`src/rtl/huff_tree_build.sv`:
```
// rtl/huff_tree_build.sv - Huffman tree builder fed by the symbol frequency counter.
// Captures ten leaf records and merges the two lightest nodes until one root remains.
module huff_tree_build #(
  parameter int NUM_LEAF = 10,
  parameter int SCAN_LEN = 19
) (
  input  logic        clk,
  input  logic        rst,
  input  logic        req_coding,
  input  logic [17:0] data_in0,
  input  logic [17:0] data_in1,
  input  logic [17:0] data_in2,
  input  logic [17:0] data_in3,
  input  logic [17:0] data_in4,
  input  logic [17:0] data_in5,
  input  logic [17:0] data_in6,
  input  logic [17:0] data_in7,
  input  logic [17:0] data_in8,
  input  logic [17:0] data_in9,
  output logic        ack_coding,
  output logic        busy,
  output logic        tree_done,
  output logic [4:0]  root_idx,
  output logic        sat,
  input  logic [4:0]  rd_addr,
  output logic [17:0] rd_data
);

  localparam logic [1:0] S_IDLE  = 2'd0;
  localparam logic [1:0] S_SCAN  = 2'd1;
  localparam logic [1:0] S_MERGE = 2'd2;
  localparam logic [1:0] S_DONE  = 2'd3;

  logic [1:0]  state;
  logic [17:0] tbl [SCAN_LEN];
  logic [7:0]  leaf_freq [NUM_LEAF];
  logic        req_q;
  logic [4:0]  scan_addr;
  logic [3:0]  merge_k;
  logic [3:0]  n_act_q;
  logic        m1_v, m2_v;
  logic [4:0]  m1_a, m2_a;
  logic [7:0]  m1_f, m2_f;
  logic [3:0]  n_act;
  logic [4:0]  first_act;
  logic        capture;
  logic [17:0] cand;
  logic        cand_ok;
  logic [8:0]  sum;
  logic        unused_hi;

  assign leaf_freq[0] = data_in0[7:0];
  assign leaf_freq[1] = data_in1[7:0];
  assign leaf_freq[2] = data_in2[7:0];
  assign leaf_freq[3] = data_in3[7:0];
  assign leaf_freq[4] = data_in4[7:0];
  assign leaf_freq[5] = data_in5[7:0];
  assign leaf_freq[6] = data_in6[7:0];
  assign leaf_freq[7] = data_in7[7:0];
  assign leaf_freq[8] = data_in8[7:0];
  assign leaf_freq[9] = data_in9[7:0];
  assign unused_hi = ^{data_in0[17:8], data_in1[17:8], data_in2[17:8], data_in3[17:8],
                       data_in4[17:8], data_in5[17:8], data_in6[17:8], data_in7[17:8],
                       data_in8[17:8], data_in9[17:8]};

  always_comb begin
    n_act     = 4'd0;
    first_act = 5'd0;
    for (int i = NUM_LEAF - 1; i >= 0; i--) begin
      if (leaf_freq[i] != 8'd0) begin
        n_act     = n_act + 4'd1;
        first_act = 5'(i);
      end
    end
  end

  // Rising edge only: a request held through a build must not recapture.
  assign capture   = (state == S_IDLE) && req_coding && !req_q;
  assign busy      = (state != S_IDLE);
  assign tree_done = (state == S_DONE);
  assign rd_data   = (rd_addr < 5'(SCAN_LEN)) ? tbl[rd_addr] : 18'd0;

  // Internal nodes only count once created, i.e. index below the current merge number.
  assign cand    = tbl[scan_addr];
  assign cand_ok = !cand[17] &&
                   ((scan_addr < 5'(NUM_LEAF)) ? (cand[7:0] != 8'd0)
                                               : ((scan_addr - 5'(NUM_LEAF)) < {1'b0, merge_k}));
  assign sum     = {1'b0, m1_f} + {1'b0, m2_f};

  always_ff @(posedge clk) begin
    if (rst) begin
      state      <= S_IDLE;
      req_q      <= 1'b0;
      ack_coding <= 1'b0;
      root_idx   <= 5'd0;
      sat        <= 1'b0;
      scan_addr  <= 5'd0;
      merge_k    <= 4'd0;
      n_act_q    <= 4'd0;
      m1_v       <= 1'b0;
      m2_v       <= 1'b0;
      m1_a       <= 5'd0;
      m2_a       <= 5'd0;
      m1_f       <= 8'd0;
      m2_f       <= 8'd0;
      for (int i = 0; i < SCAN_LEN; i++) tbl[i] <= 18'd0;
    end else begin
      req_q      <= req_coding;
      ack_coding <= capture;
      case (state)
        S_IDLE: begin
          if (capture) begin
            for (int i = 0; i < NUM_LEAF; i++) tbl[i] <= {6'd0, 4'(i), leaf_freq[i]};
            for (int i = NUM_LEAF; i < SCAN_LEN; i++) tbl[i] <= 18'd0;
            sat       <= 1'b0;
            n_act_q   <= n_act;
            merge_k   <= 4'd0;
            scan_addr <= 5'd0;
            m1_v      <= 1'b0;
            m2_v      <= 1'b0;
            root_idx  <= (n_act < 4'd2) ? first_act : 5'd0;
            state     <= (n_act < 4'd2) ? S_DONE : S_SCAN;
          end
        end
        S_SCAN: begin
          if (cand_ok) begin
            if (!m1_v || cand[7:0] < m1_f) begin
              m2_v <= m1_v;
              m2_a <= m1_a;
              m2_f <= m1_f;
              m1_v <= 1'b1;
              m1_a <= scan_addr;
              m1_f <= cand[7:0];
            end else if (!m2_v || cand[7:0] < m2_f) begin
              m2_v <= 1'b1;
              m2_a <= scan_addr;
              m2_f <= cand[7:0];
            end
          end
          if (scan_addr == 5'(SCAN_LEN - 1)) state <= S_MERGE;
          else scan_addr <= scan_addr + 5'd1;
        end
        S_MERGE: begin
          tbl[m1_a] <= {1'b1, merge_k, 1'b0, tbl[m1_a][11:0]};
          tbl[m2_a] <= {1'b1, merge_k, 1'b1, tbl[m2_a][11:0]};
          tbl[5'(NUM_LEAF) + {1'b0, merge_k}] <= {6'd0, merge_k, sum[8] ? 8'hFF : sum[7:0]};
          if (sum[8]) sat <= 1'b1;
          scan_addr <= 5'd0;
          m1_v      <= 1'b0;
          m2_v      <= 1'b0;
          merge_k   <= merge_k + 4'd1;
          if (merge_k == n_act_q - 4'd2) begin
            root_idx <= 5'(NUM_LEAF) + {1'b0, merge_k};
            state    <= S_DONE;
          end else begin
            state <= S_SCAN;
          end
        end
        default: state <= S_IDLE;
      endcase
    end
  end

endmodule

```
`config.mk`:
```
export PLATFORM = sky130hd
export DESIGN_NAME = huff_tree_build
export DESIGN_NICKNAME = d
export VERILOG_FILES = /design/src/rtl/huff_tree_build.sv
export SDC_FILE = /design/constraint.sdc
export NUM_CORES = 1
export LEC_CHECK = 0
export ABC_AREA = 1
export CAP_MARGIN = 0
export CORE_MARGIN = 4
export CORE_UTILIZATION = 40
export DETAILED_ROUTE_END_ITERATION = 8
export GPL_ROUTABILITY_DRIVEN = 0
export MAX_ROUTING_LAYER = met4
export PLACE_DENSITY_LB_ADDON = 0.15
export SYNTH_ARGS = -nofsm -noshare
export SYNTH_HDL_FRONTEND = slang
export SYNTH_SLANG_ARGS = --single-unit
```
`constraint.sdc`:
```
create_clock -name clk -period 7.9 [get_ports clk]
set_input_delay 1.975 -clock clk [delete_from_list [all_inputs] [get_ports clk]]
set_output_delay 1.975 -clock clk [all_outputs]
set_load 0.03 [all_outputs]
```
**Run 1: routed clock nets over the placement**

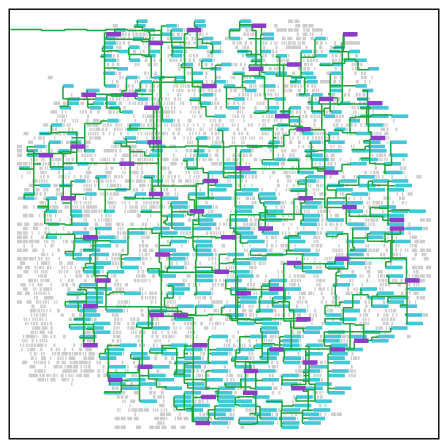
Purple shows clock-net drivers, count 58. Green shows clock wires, length 7,030 microns. Cyan shows flip-flops, count 524.
Position of the flops: all over the die.

**Run 1: wiring by layer**

Bar = 100 microns.
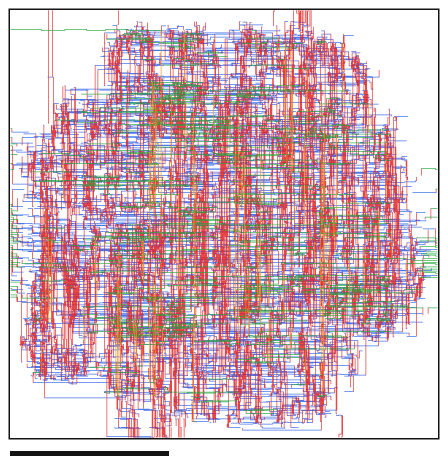
Orange shows M4, wire length 3,960 microns. Red shows M2, wire length 46.2 mm. Blue shows M1, wire length 41.5 mm. Green shows M3, wire length 9,820 microns.

==> flow_metrics.env, run 1 <==
# source this file to load flow results
export IMPL_outcome="completed"
export IMPL_synth_top_cell_by_count="nor2_1"
export IMPL_p_sw_mw=2.12
export IMPL_synthTopLogicFamily="AND-OR/OR-AND gates"
export IMPL_synth_cell_types=58
export IMPL_yosys_stat_cells=3286
export IMPL_clk_latency_ns=0.62
export IMPL_numSynthFlops=524
export IMPL_fin_nets=3545
export IMPL_drive_gt1_frac=0.0653
export IMPL_cap_violations=0
export IMPL_synthXorXnorAreaFrac=0.00480
export IMPL_pwr_share_seq=0.455
export IMPL_synth_area_sq_um=27400
export IMPL_dr_pass1_iters=8
export IMPL_top_level_ports=215
export IMPL_slowest_stage="clkdlybuf4s50_1"
export IMPL_drc=0
export IMPL_max_freq_mhz=141
export IMPL_grt_max_degree=109
export IMPL_cts_hold_fix_buffers=0
export IMPL_cts_root_buf="clkbuf_16"
export IMPL_track_usage=0.276
export IMPL_dieArea_sq_um=72700
export IMPL_finish_utilization=0.457
export IMPL_cp_end_kind="flop"
**Run 1: cell outlines without signal wires**

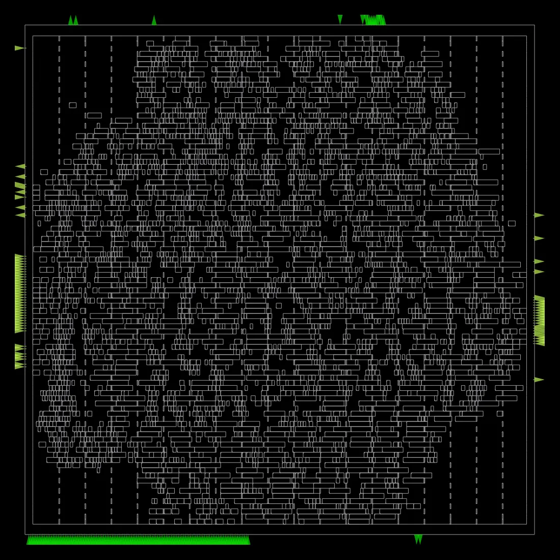
fin cells: 4,228
fill count: 6,494

**Run 1: wires at chosen ports, followed through buffers**

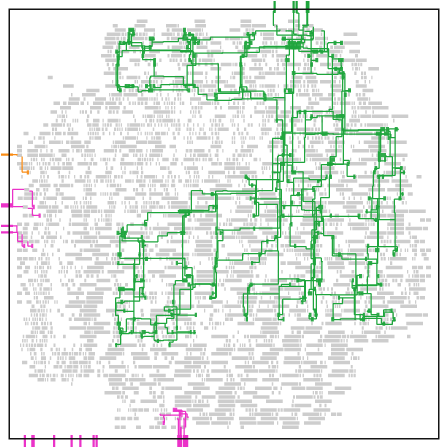
Orange shows `req_coding`, bits 1, direction input, edge left, end cells 1, buffers 1, wire 17.3 microns. Magenta shows `data_in0`, bits 18, direction input, edge 14 bottom, 4 left, end cells 8, buffers 8, wire 187 microns. Green shows `rd_addr`, bits 5, direction input, edge top, end cells 278, buffers 11, wire 5,440 microns.

run 1: cell families after synthesis:
family                     after synthesis
and+or+nand+nor                       1177
AOI/OAI and AO/OA                      959
buffers and inverters                  562
DFF                                    524
adders and majority gates               48
xor gates and xnor gates                15
other                                    1
run 1: layout make-up:
| class | count | area [sq um] |
|---|---|---|
| Tap cell | 873 | 1090 |
| Clock inverter | 27 | 213 |
| Timing Repair Buffer | 161 | 1520 |
| Inverter | 351 | 1330 |
| Sequential cell | 524 | 13900 |
| Multi-Input combinational cell | 2213 | 11300 |
| Fill cell | 6494 | 36600 |
| Clock buffer | 79 | 1560 |
run 1: layout by cell type (no fill, tap or decap), types with 9 or more instances in the layout:
cell and instances:
nor2_1 486, edfxtp_1 336, clkbuf_1 17, o22ai_1 190
o211ai_1 17, clkinv_2 13, nand4_1 34, nor2_2 13
clkdlybuf4s50_1 111, o21ai_0 418, nand3_2 9, o221ai_1 48
clkbuf_16 59, ha_1 47, inv_1 319, inv_2 11
dfxtp_1 186, clkinv_1 25, nand2_2 14, a32o_1 9
a21oi_1 166, buf_4 45, nor3_1 26, conb_1 14
nand2_1 430, nand3_1 131, o21ai_1 71
run 1: path summary, 6_finish.rpt:
kind / from / end / cells after the start
min reg2reg: tbl[25][17] / tbl[25][17] / 2
max: data_in8[1] / root_idx[0] / 32
min: tbl[25][17] / tbl[25][17] / 2
max reg2reg: flop / m2_a[2] / 17
run 1: metrics by stage:
stage               area (sq um)  instances
global route               30900       4228
floorplan                  27400       3299
CTS                        30900       4228
detailed placement         29100       4122
global placement           29100       4122
finish                     30900       4228
run 1: sequential cells by signal (all words and copies together) (netlist names), named ones only:
name	cells
ack_coding	1
m1_a	5
m1_f	8
m1_v	1
m2_a	5
m2_f	8
m2_v	1
merge_k	4
n_act_q	4
req_q	1
root_idx	5
sat	1
scan_addr	5
state	2
tbl	468
run 1: critical path: cells and delay by family:
family                   cells  cell delay, ns
AND/OR/NAND/NOR             17            2.30
AND-OR/OR-AND                5            0.97
XOR/XNOR                     1            0.07
buffers and inverters        4            0.88
adder cells (fa/ha/maj)      5            1.41
run 1: power groups by stage:
stage               clock network, mW  logic, mW  registers [mW]
CTS                              2.63       1.19            3.19
finish                           2.61       1.21            3.19
global placement                    0       1.17            3.24
global route                     2.75       1.30            3.20
detailed placement                  0       1.19            3.25
floorplan                           0      0.733            3.21
run 1: routing by layer:
| layer | vias up | wire length (microns) | track usage |
|---|---|---|---|
| met2 | 1419 | 46200 | 0.434 |
| met5 | - | 0 | - |
| li1 | 11400 | - | - |
| met1 | 12000 | 41500 | 0.362 |
| met3 | 225 | 9820 | 0.0461 |
| met4 | 0 | 3960 | 0.0994 |
==> inputs of run 2 (changes only) <==
--- a/config.mk
+++ b/config.mk
@@ -13,6 +13,7 @@
 export GPL_ROUTABILITY_DRIVEN = 0
 export MAX_ROUTING_LAYER = met4
 export PLACE_DENSITY_LB_ADDON = 0.15
+export SETUP_SLACK_MARGIN = 0.05
 export SYNTH_ARGS = -nofsm -noshare
 export SYNTH_HDL_FRONTEND = slang
 export SYNTH_SLANG_ARGS = --single-unit
**Run 2: wires at chosen ports, followed through buffers**

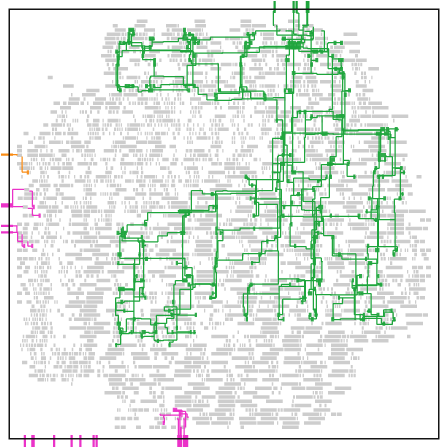
Orange shows `req_coding`, bits 1, direction input, edge left, end cells 1, buffers 1, wire 17.3 microns. Green shows `rd_addr`, bits 5, direction input, edge top, end cells 278, buffers 11, wire 5,440 microns. Magenta shows `data_in0`, bits 18, direction input, edge 14 bottom, 4 left, end cells 8, buffers 8, wire 187 microns.

==> run 2 against run 1 <==
Global-route usage did not move. Cell area stayed put. Clock skew unchanged. Critical endpoint unchanged. Largest cell class unchanged. Largest power group unchanged.
==> flow_metrics.env, run 2 <==
# source this file to load flow results
export IMPL_outcome="completed"
export IMPL_fin_area_sq_um=30900
export IMPL_track_usage=0.276
export IMPL_slowest_delay_ns=0.43
export IMPL_fin_nets=3545
export IMPL_cp_end_kind="flop"
export IMPL_synthXorXnorAreaFrac=0.00480
export IMPL_largest_register_ffs=468
export IMPL_dpl_cell_count=4122
export IMPL_dieArea_sq_um=72700
export IMPL_lay_top_cells="486 x nor2_1, 430 x nand2_1, 418 x o21ai_0"
export IMPL_yosysTopAreaCellShare=0.369
export IMPL_numSynthFlops=524
export IMPL_yosys_stat_cells=3286
export IMPL_slowest_stage="clkdlybuf4s50_1"
export IMPL_worst_slack_ns=0.828
export IMPL_drc=0
export IMPL_synth_top_cell_by_count="nor2_1"
export IMPL_cts_hold_fix_buffers=0
export IMPL_top_level_ports=215
export IMPL_yosys_area_sq_um=27400
export IMPL_synthCells=3286
export IMPL_synthTopLogicFamily="AND-OR/OR-AND gates"
export IMPL_synth_area_sq_um=27400
export IMPL_post_cts_buffers=0
export IMPL_drive_gt1_frac=0.0653
export IMPL_cts_repair_resized=0
export IMPL_viasPerCell=5.93
export IMPL_reg_top3="tbl x468, m1_f x8, m2_f x8"
export IMPL_cap_violations=0
export IMPL_finalNonFillerCells=4228
export IMPL_fin_crit_ns=7.07
export IMPL_diodes=0
export IMPL_dr_pass1_iters=8
export IMPL_yosys_area_share_adder=0.0222
export IMPL_n_fill_cell=6494
export IMPL_final_common_cell="nor2_1"
export IMPL_synth_cell_types=58
export IMPL_max_freq_mhz=141
export IMPL_top_register="tbl"
export IMPL_postPlaceCellArea_sq_um=29100
export IMPL_grt_max_degree=109
export IMPL_cts_root_buf="clkbuf_16"
**Run 2: pin map**

Pins as bars across the die edge, other pins in grey.
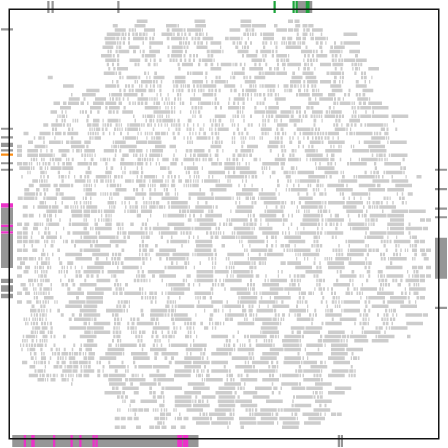
Green shows `rd_addr`, pins 5, direction input, edge top. Orange shows `req_coding`, pins 1, direction input, edge left. Magenta shows `data_in0`, pins 18, direction input, edge 14 bottom, 4 left.
All pins by edge: 129 bottom, 46 left, 24 right, 16 top.

[run 2: cell counts after synthesis]
No cell type changed its count.
[run 2: cell families after synthesis]
family,count (synthesis)
xor+xnor,15
flops,524
buf+inv,562
fa+ha+maj,48
compound gates,959
simple gates,1177
other cells,1
[run 2: power by group]
part | switching (mW) | internal, mW | leakage [nW]
clock | 1.13 | 1.48 | 0.872
combinational | 0.893 | 0.318 | 5.97
sequential | 0.0885 | 3.11 | 4.93
[run 2: metal layers]
metal / vias to the layer above / routed length, microns / global-route usage
li1: 11400 / - / -
met1: 12000 / 41500 / 0.362
met2: 1419 / 46200 / 0.434
met3: 225 / 9820 / 0.0461
met4: 0 / 3960 / 0.0994
met5: - / 0 / -
[run 2: critical path: cells and delay by family]
| family | cells | cell delay [ns] |
|---|---|---|
| xor gates and xnor gates | 1 | 0.07 |
| AOI/OAI and AO/OA | 5 | 0.97 |
| and+or+nand+nor | 17 | 2.30 |
| buffers and inverters | 4 | 0.88 |
| adders and majority gates | 5 | 1.41 |
[run 2: metrics by stage]
stage | power, mW | hold slack [ns]
final | 7.02 | 0.465
after CTS | 7.01 | 0.464
after global routing | 7.26 | 0.478
after global placement | 4.41 | 0.447
after floorplan | 3.94 | 0.433
after detailed placement | 4.43 | 0.448
[run 2: layout make-up]
class | instances | area (sq um) | share of cell area
sequential | 524 | 13900 | 0.449
clock buffer | 79 | 1560 | 0.0507
inverter | 351 | 1330 | 0.0430
clock inverter | 27 | 213 | 0.00689
multi-input combinational | 2213 | 11300 | 0.366
timing repair buffer | 161 | 1520 | 0.0492
tap | 873 | 1090 | 0.0354
[run 2: final timing paths]
check                            startpoint          end  slack, ns  depth (start not counted)
worst min register to register  tbl[25][17]  tbl[25][17]       0.46                          2
worst min-delay path            tbl[25][17]  tbl[25][17]       0.46                          2
worst max-delay path            data_in8[1]  root_idx[0]       0.83                         32
worst max register to register         flop      m2_a[2]       2.65                         17
Power is estimated from default activity; no workload was simulated.
